$ cat src/rtl/pipeline_hazard_ctrl_if.sv
// Hazard-control bundle: per-stage hazard inputs from the pipeline and the
// enables, flushes and counters returned by the controller.
interface pipeline_hazard_ctrl_if #(
    parameter int REG_ADDR_W = 5,
    parameter int CNT_W      = 16
);
    logic [REG_ADDR_W-1:0] id_rs1;
    logic [REG_ADDR_W-1:0] id_rs2;
    logic                  id_rs1_used;
    logic                  id_rs2_used;
    logic [REG_ADDR_W-1:0] ex_rd;
    logic                  ex_mem_read;
    logic                  ex_redirect;
    logic                  mem_req;
    logic                  mem_ready;
    logic                  cnt_clr;

    logic                  pc_en;
    logic                  if_id_en;
    logic                  if_id_flush;
    logic                  id_ex_en;
    logic                  id_ex_flush;
    logic                  ex_mem_en;
    logic                  mem_wb_bubble;
    logic                  mem_err;
    logic [CNT_W-1:0]      stall_cnt;
    logic [CNT_W-1:0]      flush_cnt;

    modport master (
        output id_rs1, id_rs2, id_rs1_used, id_rs2_used, ex_rd, ex_mem_read,
               ex_redirect, mem_req, mem_ready, cnt_clr,
        input  pc_en, if_id_en, if_id_flush, id_ex_en, id_ex_flush, ex_mem_en,
               mem_wb_bubble, mem_err, stall_cnt, flush_cnt
    );

    modport slave (
        input  id_rs1, id_rs2, id_rs1_used, id_rs2_used, ex_rd, ex_mem_read,
               ex_redirect, mem_req, mem_ready, cnt_clr,
        output pc_en, if_id_en, if_id_flush, id_ex_en, id_ex_flush, ex_mem_en,
               mem_wb_bubble, mem_err, stall_cnt, flush_cnt
    );
endinterface

$ cat src/rtl/pipeline_hazard_ctrl.sv
// Stall/flush sequencer for the 5-stage pipeline: load-use bubbles, EX redirects,
// data-memory wait freezes with timeout, and saturating stall/flush counters.
//
// state       | meaning
// ST_RUN      | normal flow; redirect / load-use resolved combinationally
// ST_MEM_WAIT | data memory busy, pipeline frozen, wait_cnt counting
// ST_ERROR    | memory timed out, permanent freeze until Reset
module pipeline_hazard_ctrl #(
    parameter int REG_ADDR_W  = 5,
    parameter int MEM_TIMEOUT = 16,
    parameter int CNT_W       = 16
) (
    input logic                   clk,
    input logic                   Reset,
    pipeline_hazard_ctrl_if.slave hz
);
    localparam int                WAIT_W    = $clog2(MEM_TIMEOUT);
    localparam logic [WAIT_W-1:0] WAIT_LAST = WAIT_W'(MEM_TIMEOUT - 1);
    localparam logic [CNT_W-1:0]  CNT_MAX   = {CNT_W{1'b1}};

    typedef enum logic [1:0] {
        ST_RUN      = 2'd0,
        ST_MEM_WAIT = 2'd1,
        ST_ERROR    = 2'd2
    } state_t;

    state_t            state, state_nxt;
    logic [WAIT_W-1:0] wait_cnt, wait_cnt_nxt;
    logic [CNT_W-1:0]  stall_q, flush_q;
    logic              memwait, loaduse, freeze, resolve, redirect_taken;
    logic              pc_en, if_id_en, if_id_flush, id_ex_en, id_ex_flush;
    logic              ex_mem_en, mem_wb_bubble;

    assign memwait = hz.mem_req & ~hz.mem_ready;
    assign loaduse = hz.ex_mem_read && (hz.ex_rd != REG_ADDR_W'(0)) &&
                     ((hz.id_rs1_used && (hz.id_rs1 == hz.ex_rd)) ||
                      (hz.id_rs2_used && (hz.id_rs2 == hz.ex_rd)));

    always_comb begin
        state_nxt      = state;
        wait_cnt_nxt   = wait_cnt;
        freeze         = 1'b0;
        resolve        = 1'b0;
        redirect_taken = 1'b0;
        pc_en          = 1'b1;
        if_id_en       = 1'b1;
        if_id_flush    = 1'b0;
        id_ex_en       = 1'b1;
        id_ex_flush    = 1'b0;
        ex_mem_en      = 1'b1;
        mem_wb_bubble  = 1'b0;

        case (state)
            ST_RUN: begin
                if (memwait) begin
                    freeze       = 1'b1;
                    state_nxt    = ST_MEM_WAIT;
                    wait_cnt_nxt = WAIT_W'(1);
                end else begin
                    resolve = 1'b1;
                end
            end
            ST_MEM_WAIT: begin
                // A dropped mem_req is treated the same as mem_ready.
                if (memwait) begin
                    freeze       = 1'b1;
                    wait_cnt_nxt = wait_cnt + WAIT_W'(1);
                    if (wait_cnt == WAIT_LAST) state_nxt = ST_ERROR;
                end else begin
                    resolve      = 1'b1;
                    state_nxt    = ST_RUN;
                    wait_cnt_nxt = '0;
                end
            end
            ST_ERROR: freeze = 1'b1;
            default: begin
                freeze    = 1'b1;
                state_nxt = ST_RUN;
            end
        endcase

        if (resolve) begin
            if (hz.ex_redirect) begin
                redirect_taken = 1'b1;
                if_id_flush    = 1'b1;
                id_ex_flush    = 1'b1;
            end else if (loaduse) begin
                pc_en       = 1'b0;
                if_id_en    = 1'b0;
                id_ex_flush = 1'b1;
            end
        end

        if (freeze) begin
            pc_en         = 1'b0;
            if_id_en      = 1'b0;
            id_ex_en      = 1'b0;
            ex_mem_en     = 1'b0;
            mem_wb_bubble = 1'b1;
        end

        // Reset holds every stage and injects bubbles everywhere.
        if (Reset) begin
            redirect_taken = 1'b0;
            pc_en          = 1'b0;
            if_id_en       = 1'b0;
            if_id_flush    = 1'b1;
            id_ex_en       = 1'b0;
            id_ex_flush    = 1'b1;
            ex_mem_en      = 1'b0;
            mem_wb_bubble  = 1'b1;
        end
    end

    always_ff @(posedge clk or posedge Reset) begin
        if (Reset) begin
            state    <= ST_RUN;
            wait_cnt <= '0;
            stall_q  <= '0;
            flush_q  <= '0;
        end else begin
            state    <= state_nxt;
            wait_cnt <= wait_cnt_nxt;
            if (hz.cnt_clr)
                stall_q <= '0;
            else if (!pc_en && (stall_q != CNT_MAX))
                stall_q <= stall_q + CNT_W'(1);
            if (hz.cnt_clr)
                flush_q <= '0;
            else if (redirect_taken && (flush_q != CNT_MAX))
                flush_q <= flush_q + CNT_W'(1);
        end
    end

    assign hz.pc_en         = pc_en;
    assign hz.if_id_en      = if_id_en;
    assign hz.if_id_flush   = if_id_flush;
    assign hz.id_ex_en      = id_ex_en;
    assign hz.id_ex_flush   = id_ex_flush;
    assign hz.ex_mem_en     = ex_mem_en;
    assign hz.mem_wb_bubble = mem_wb_bubble;
    assign hz.mem_err       = (state == ST_ERROR);
    assign hz.stall_cnt     = stall_q;
    assign hz.flush_cnt     = flush_q;
endmodule
$ cat src/flat_wrapper.sv
// flat-port wrapper written by rule: the top's interface ports become plain ports
module pipeline_hazard_ctrl_flat 
#(
    parameter int REG_ADDR_W  = 5,
    parameter int MEM_TIMEOUT = 16,
    parameter int CNT_W       = 16
)
  (clk, Reset, hz_id_rs1, hz_id_rs2, hz_id_rs1_used, hz_id_rs2_used, hz_ex_rd, hz_ex_mem_read, hz_ex_redirect, hz_mem_req, hz_mem_ready, hz_cnt_clr, hz_pc_en, hz_if_id_en, hz_if_id_flush, hz_id_ex_en, hz_id_ex_flush, hz_ex_mem_en, hz_mem_wb_bubble, hz_mem_err, hz_stall_cnt, hz_flush_cnt);
  pipeline_hazard_ctrl_if #(.REG_ADDR_W(REG_ADDR_W), .CNT_W(CNT_W)) hz_i ();
  input logic clk;
  input logic Reset;
  input wire logic [$bits(hz_i.id_rs1)-1:0] hz_id_rs1;
  input wire logic [$bits(hz_i.id_rs2)-1:0] hz_id_rs2;
  input wire logic [$bits(hz_i.id_rs1_used)-1:0] hz_id_rs1_used;
  input wire logic [$bits(hz_i.id_rs2_used)-1:0] hz_id_rs2_used;
  input wire logic [$bits(hz_i.ex_rd)-1:0] hz_ex_rd;
  input wire logic [$bits(hz_i.ex_mem_read)-1:0] hz_ex_mem_read;
  input wire logic [$bits(hz_i.ex_redirect)-1:0] hz_ex_redirect;
  input wire logic [$bits(hz_i.mem_req)-1:0] hz_mem_req;
  input wire logic [$bits(hz_i.mem_ready)-1:0] hz_mem_ready;
  input wire logic [$bits(hz_i.cnt_clr)-1:0] hz_cnt_clr;
  output wire logic [$bits(hz_i.pc_en)-1:0] hz_pc_en;
  output wire logic [$bits(hz_i.if_id_en)-1:0] hz_if_id_en;
  output wire logic [$bits(hz_i.if_id_flush)-1:0] hz_if_id_flush;
  output wire logic [$bits(hz_i.id_ex_en)-1:0] hz_id_ex_en;
  output wire logic [$bits(hz_i.id_ex_flush)-1:0] hz_id_ex_flush;
  output wire logic [$bits(hz_i.ex_mem_en)-1:0] hz_ex_mem_en;
  output wire logic [$bits(hz_i.mem_wb_bubble)-1:0] hz_mem_wb_bubble;
  output wire logic [$bits(hz_i.mem_err)-1:0] hz_mem_err;
  output wire logic [$bits(hz_i.stall_cnt)-1:0] hz_stall_cnt;
  output wire logic [$bits(hz_i.flush_cnt)-1:0] hz_flush_cnt;
  assign hz_i.id_rs1 = hz_id_rs1;
  assign hz_i.id_rs2 = hz_id_rs2;
  assign hz_i.id_rs1_used = hz_id_rs1_used;
  assign hz_i.id_rs2_used = hz_id_rs2_used;
  assign hz_i.ex_rd = hz_ex_rd;
  assign hz_i.ex_mem_read = hz_ex_mem_read;
  assign hz_i.ex_redirect = hz_ex_redirect;
  assign hz_i.mem_req = hz_mem_req;
  assign hz_i.mem_ready = hz_mem_ready;
  assign hz_i.cnt_clr = hz_cnt_clr;
  assign hz_pc_en = hz_i.pc_en;
  assign hz_if_id_en = hz_i.if_id_en;
  assign hz_if_id_flush = hz_i.if_id_flush;
  assign hz_id_ex_en = hz_i.id_ex_en;
  assign hz_id_ex_flush = hz_i.id_ex_flush;
  assign hz_ex_mem_en = hz_i.ex_mem_en;
  assign hz_mem_wb_bubble = hz_i.mem_wb_bubble;
  assign hz_mem_err = hz_i.mem_err;
  assign hz_stall_cnt = hz_i.stall_cnt;
  assign hz_flush_cnt = hz_i.flush_cnt;
  pipeline_hazard_ctrl #(.REG_ADDR_W(REG_ADDR_W), .MEM_TIMEOUT(MEM_TIMEOUT), .CNT_W(CNT_W)) u_core (.clk(clk), .Reset(Reset), .hz(hz_i));
endmodule
$ cat config.mk
export PLATFORM = sky130hd
export DESIGN_NAME = pipeline_hazard_ctrl_flat
export DESIGN_NICKNAME = d
export VERILOG_FILES = /design/src/rtl/pipeline_hazard_ctrl_if.sv /design/src/rtl/pipeline_hazard_ctrl.sv /design/src/flat_wrapper.sv
export SDC_FILE = /design/constraint.sdc
export NUM_CORES = 1
export LEC_CHECK = 0
export CAP_MARGIN = 0
export CORE_ASPECT_RATIO = 0.8
export CORE_MARGIN = 2
export CORE_UTILIZATION = 46
export DETAILED_ROUTE_END_ITERATION = 7
export PLACE_DENSITY = 0.78
export SLEW_MARGIN = 20
export SYNTH_ARGS = -nofsm -noshare
export SYNTH_HDL_FRONTEND = slang
export SYNTH_SLANG_ARGS = --single-unit
$ cat constraint.sdc
create_clock -name clk -period 4.8 [get_ports clk]
set_clock_uncertainty 0.1 [all_clocks]
set_input_delay 0.48 -clock clk [delete_from_list [all_inputs] [get_ports clk]]
set_output_delay 0.48 -clock clk [all_outputs]
set_load 0.005 [all_outputs]
Figure 1. Cells by drive strength (run 1).
Bar = 20 um.
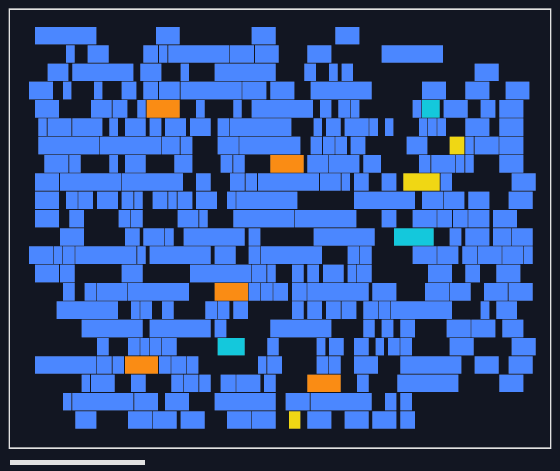
x2: marked yellow, cells 3. x3 and x4: marked cyan, cells 3. x1 and smaller: marked blue, cells 283. x6 and larger: marked orange, cells 5.
Layout Cell Area excl Fill: 2856 um^2
synthesis-to-layout area growth: 33.43%

Figure 2. Routed clock nets over the placement (run 1).
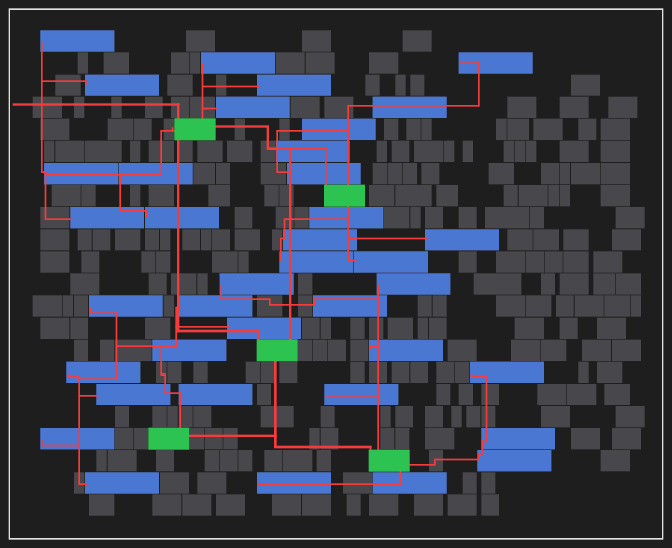
clock wires: marked red, length 493 um. clock-net drivers: marked green, count 5. flip-flops: marked blue, count 38.
There are 6 routed clock nets.
reported clock group power: 204 uW
later-pin clock latency in the skew report: 0.29 ns
clock share of power: 32.7%

==> run_results.csv, run 1 <==
group,metric,value,unit
synth,post_syn_area_per_cell,9.149,um^2
worst_setup_path,reg2regPathDepth,5,
final_timing,crit_share_post_route,67.01,%
worst_hold_path,min_delay_path_depth,1,
worst_setup_path,worstSetupPathType,"in2out",
power_and_ir_drop,power_frac_comb,13.7,%
synth,synth-warning-count,0,
synth,synth.cellmix.simpleShare,25.89,%
cts,cts.repair.resized,0,
synth,synthCells,234,
final_timing,report.final.hold_viol_count,0,
drt,dr_wl_met2,2301,um
synth,yosysMostFrequentCell,"sky130_fd_sc_hd__dfrtp_1",
synth,mappedNetlistNets,261,
final_timing,finalWorstPathRequiredPeriod,3.217,ns
cts,clkTransAtPathRegs,0.07,ns
final_timing,tightest_slew,0.6422,ns
floorplan,total_i_o_pin_count,64,
synth,yosys_most_used_dff,"sky130_fd_sc_hd__dfrtp_1",
synth,ys_types,39,
cts,htree_levels,2,
synth,post_synth_instance_area,2141,um^2
outcome,result_of_the_run,"finished, final reports clean",
cts,clk_root_buffer_cell,"sky130_fd_sc_hd__clkbuf_8",
cells_and_area,diodes,0,
drt,drc_errors_left,0,
cells_and_area,finalCoreUtilization,62.89,%
worst_setup_path,worstReg2RegStart,"u_core.state[1]",
worst_setup_path,critical_path.startpoint,"hz_ex_rd[0]",
synth,yosysTopAreaCell,"sky130_fd_sc_hd__dfrtp_1",
cells_and_area,layout.nets,321,
synth,yosys.area_share.adder,1.753,%
drt,wl_met1,2274,um
floorplan,fp_util,47.13,%
drt,route.antenna.remaining_nets,0,
drt,vias_per_inst,5.579,
final_timing,rsz_0062_raised_after_global_routing,"no",
global_route,antenna_found_initial,0,
power_and_ir_drop,switching_power_summed_over_all_nets,151.4,uW
final_timing,worst_hold_margin,0.4458,ns
cells_and_area,finish.cell_count_without_fillers,354,
final_timing,worst_slack,1.583,ns
power_and_ir_drop,total_leakage_power,0.001128,uW
Figure 3. Clock wiring as the flow saved it (run 1).
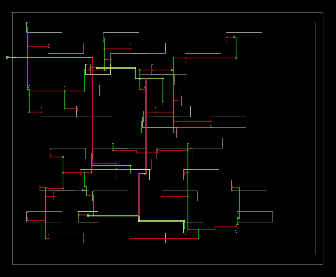
count of clock-net buffers in the final layout: 7
clock sinks: 38
sequential cells: 38
TritonCTS Buffers: 5

Figure 4. Pin map (run 1).
Pins as bars across the die edge, other pins in grey.
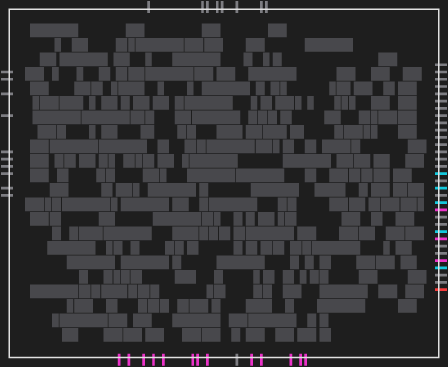
hz_stall_cnt: marked magenta, pins 16, direction output, edge 13 bottom, 3 right. hz_ex_mem_read: marked red, pins 1, direction input, edge right. hz_id_rs1: marked cyan, pins 5, direction input, edge right.
Die Width: 80.27 um
vertical die size: 65.02 um
number of I/O port buffers: 63

==> run 1: cell type report <==
cell class | instances | area (um^2) | share of cell area (%)
clock buffers | 7 | 76.32 | 2.672
inverters | 5 | 18.77 | 0.6570
repair buffers | 64 | 633.1 | 22.16
well taps | 60 | 75.07 | 2.628
flip-flops and latches | 38 | 950.9 | 33.29
multi-input cells | 180 | 1102 | 38.59
==> run 1: worst max-delay path, cell delays in order <==
cell and delay (ns):
sky130_fd_sc_hd__clkdlybuf4s50_1 0.47, sky130_fd_sc_hd__or4_1 0.54, sky130_fd_sc_hd__o21ai_1 0.20, sky130_fd_sc_hd__nand2b_1 0.16
sky130_fd_sc_hd__nor3_1 0.05, sky130_fd_sc_hd__or2_2 0.29, sky130_fd_sc_hd__clkdlybuf4s50_1 0.45
==> inputs of run 2 (changes only) <==
- clock period: 4.8 -> 3.05 ns (I/O delays scaled with it)
Figure 5. Routed clock nets over the placement (run 2).
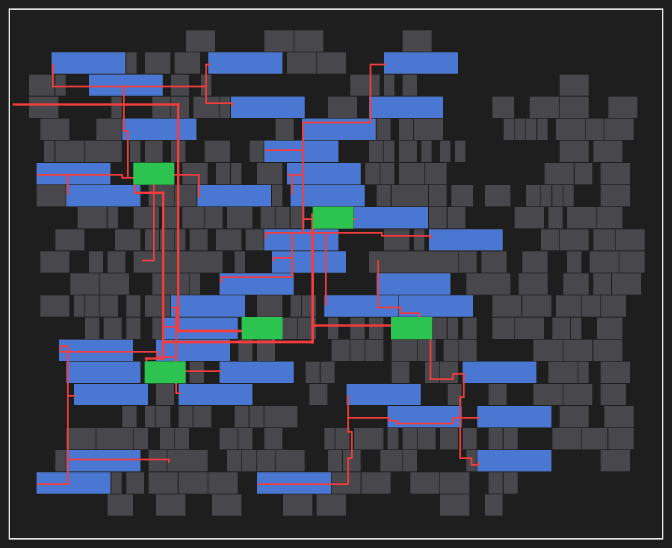
clock-net drivers: marked green, count 5. flip-flops: marked blue, count 38. clock wires: marked red, length 457 um.
There are 6 routed clock nets.

Figure 6. Placement by cell class (run 2).
Bar = 20 um.
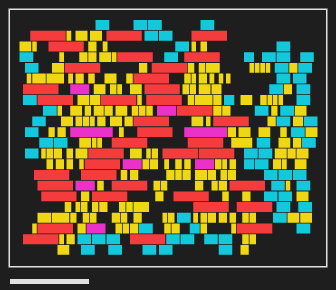
clock drivers and dummy loads: marked magenta, cells 8, share of their area 5.0%. registers: marked red, cells 38, share of their area 33%. remaining logic cells: marked yellow, cells 185, share of their area 39%. remaining buffers and delay cells: marked cyan, cells 67, share of their area 23%.

==> run 2 against run 1 <==
- critical endpoint unchanged
- critical path type unchanged
- first-iteration DRC count decreased by 2.9%
- wire length about the same
- flip-flop count unchanged
- final cell count increased by 1.1%
- combinational power increased by 62%
- sequential share of layout area decreased by 0.98 points
==> run_results.csv, run 2 <==
group,metric,value,unit
outcome,result_of_the_run,"finished, final reports clean",
synth,yosysMostFrequentCell,"sky130_fd_sc_hd__dfrtp_1",
worst_setup_path,worstSetupPathDepth,7,
final_timing,finalWorstPathRequiredPeriod,2.857,ns
drt,wl_met1,2349,um
cts,clkTransAtPathRegs,0.08,ns
cts,cts.repair.resized,0,
synth,mappedNetlistNets,261,
synth,synth-warning-count,0,
worst_setup_path,critical_path.startpoint,"hz_ex_rd[0]",
floorplan,fp_util,47.13,%
cells_and_area,diodes,0,
synth,synthCells,234,
synth,yosys.area_share.adder,1.753,%
synth,yosys_most_used_dff,"sky130_fd_sc_hd__dfrtp_1",
power_and_ir_drop,power_frac_comb,11.6,%
floorplan,chipHeight,65.02,um
cts,clk_root_buffer_cell,"sky130_fd_sc_hd__clkbuf_8",
synth,yosysTopAreaCell,"sky130_fd_sc_hd__dfrtp_1",
global_route,antenna_found_initial,0,
floorplan,die.size.x,80.27,um
synth,synth.cellmix.simpleShare,25.89,%
power_and_ir_drop,clock_share_of_power,44.1,%
power_and_ir_drop,switching_power_summed_over_all_nets,249.8,uW
worst_setup_path,critPathBufInv,2,
final_timing,rsz_0062_raised_after_global_routing,"no",
cts,htree_levels,2,
worst_setup_path,top_delay_family_on_crit_path,"simple AND/OR/NAND/NOR gates",
synth,post_syn_area_per_cell,9.149,um^2
cts,numCtsBuffers,5,
power_and_ir_drop,total_leakage_power,0.001175,uW
floorplan,total_i_o_pin_count,64,
drt,drc_errors_left,0,
final_timing,crit_share_post_route,93.69,%
cells_and_area,layout.nets,324,
drt,route.antenna.remaining_nets,0,
worst_setup_path,timing.critical_path.cells,"clkdlybuf4s50_1 > or4_1 > o21ai_1 > nand2b_1 > nor3_1 > or2_2 > clkdlybuf4s50_1",
worst_setup_path,cp_slowest_stage_delay,0.55,ns
worst_setup_path,reg2regPathDepth,7,
place,detailed_place.area,2800,um^2
cts,clock_sink_count,38,
drt,vias_per_inst,5.508,
drt,dr_wl_met2,2242,um
worst_setup_path,worstReg2RegStart,"u_core.hz.stall_cnt[0]",
place,buffer_ports.inserted,63,
==> run 2: area by class of cell <==
type                            instances  area [um^2]  area share [%]
Inverter                                5        18.77          0.6378
Timing Repair Buffer                   67        660.6           22.45
Clock buffer                            6        82.58           2.806
Tap cell                               60        75.07           2.551
Sequential cell                        38        950.9           32.31
Clock inverter                          2        60.06           2.041
Multi-Input combinational cell        180         1095           37.20
==> run 2: per-stage QoR <==
stage                     power [uW]  hold WS (ns)  worst slack, ns  cells  util (%)
after detailed placement       673.6        0.4326           0.1839    350     61.65
after CTS                       1197        0.4520           0.1750    358     64.79
after global routing            1234        0.4705          0.06400    358     64.79
after global placement         671.0        0.4151           0.2217    350     61.65
after floorplan                604.6        0.2681           0.9481    234         -
final                           1187        0.4286           0.1926    358     64.79
Power figures rest on the tool's default switching activity, not on a simulated workload.
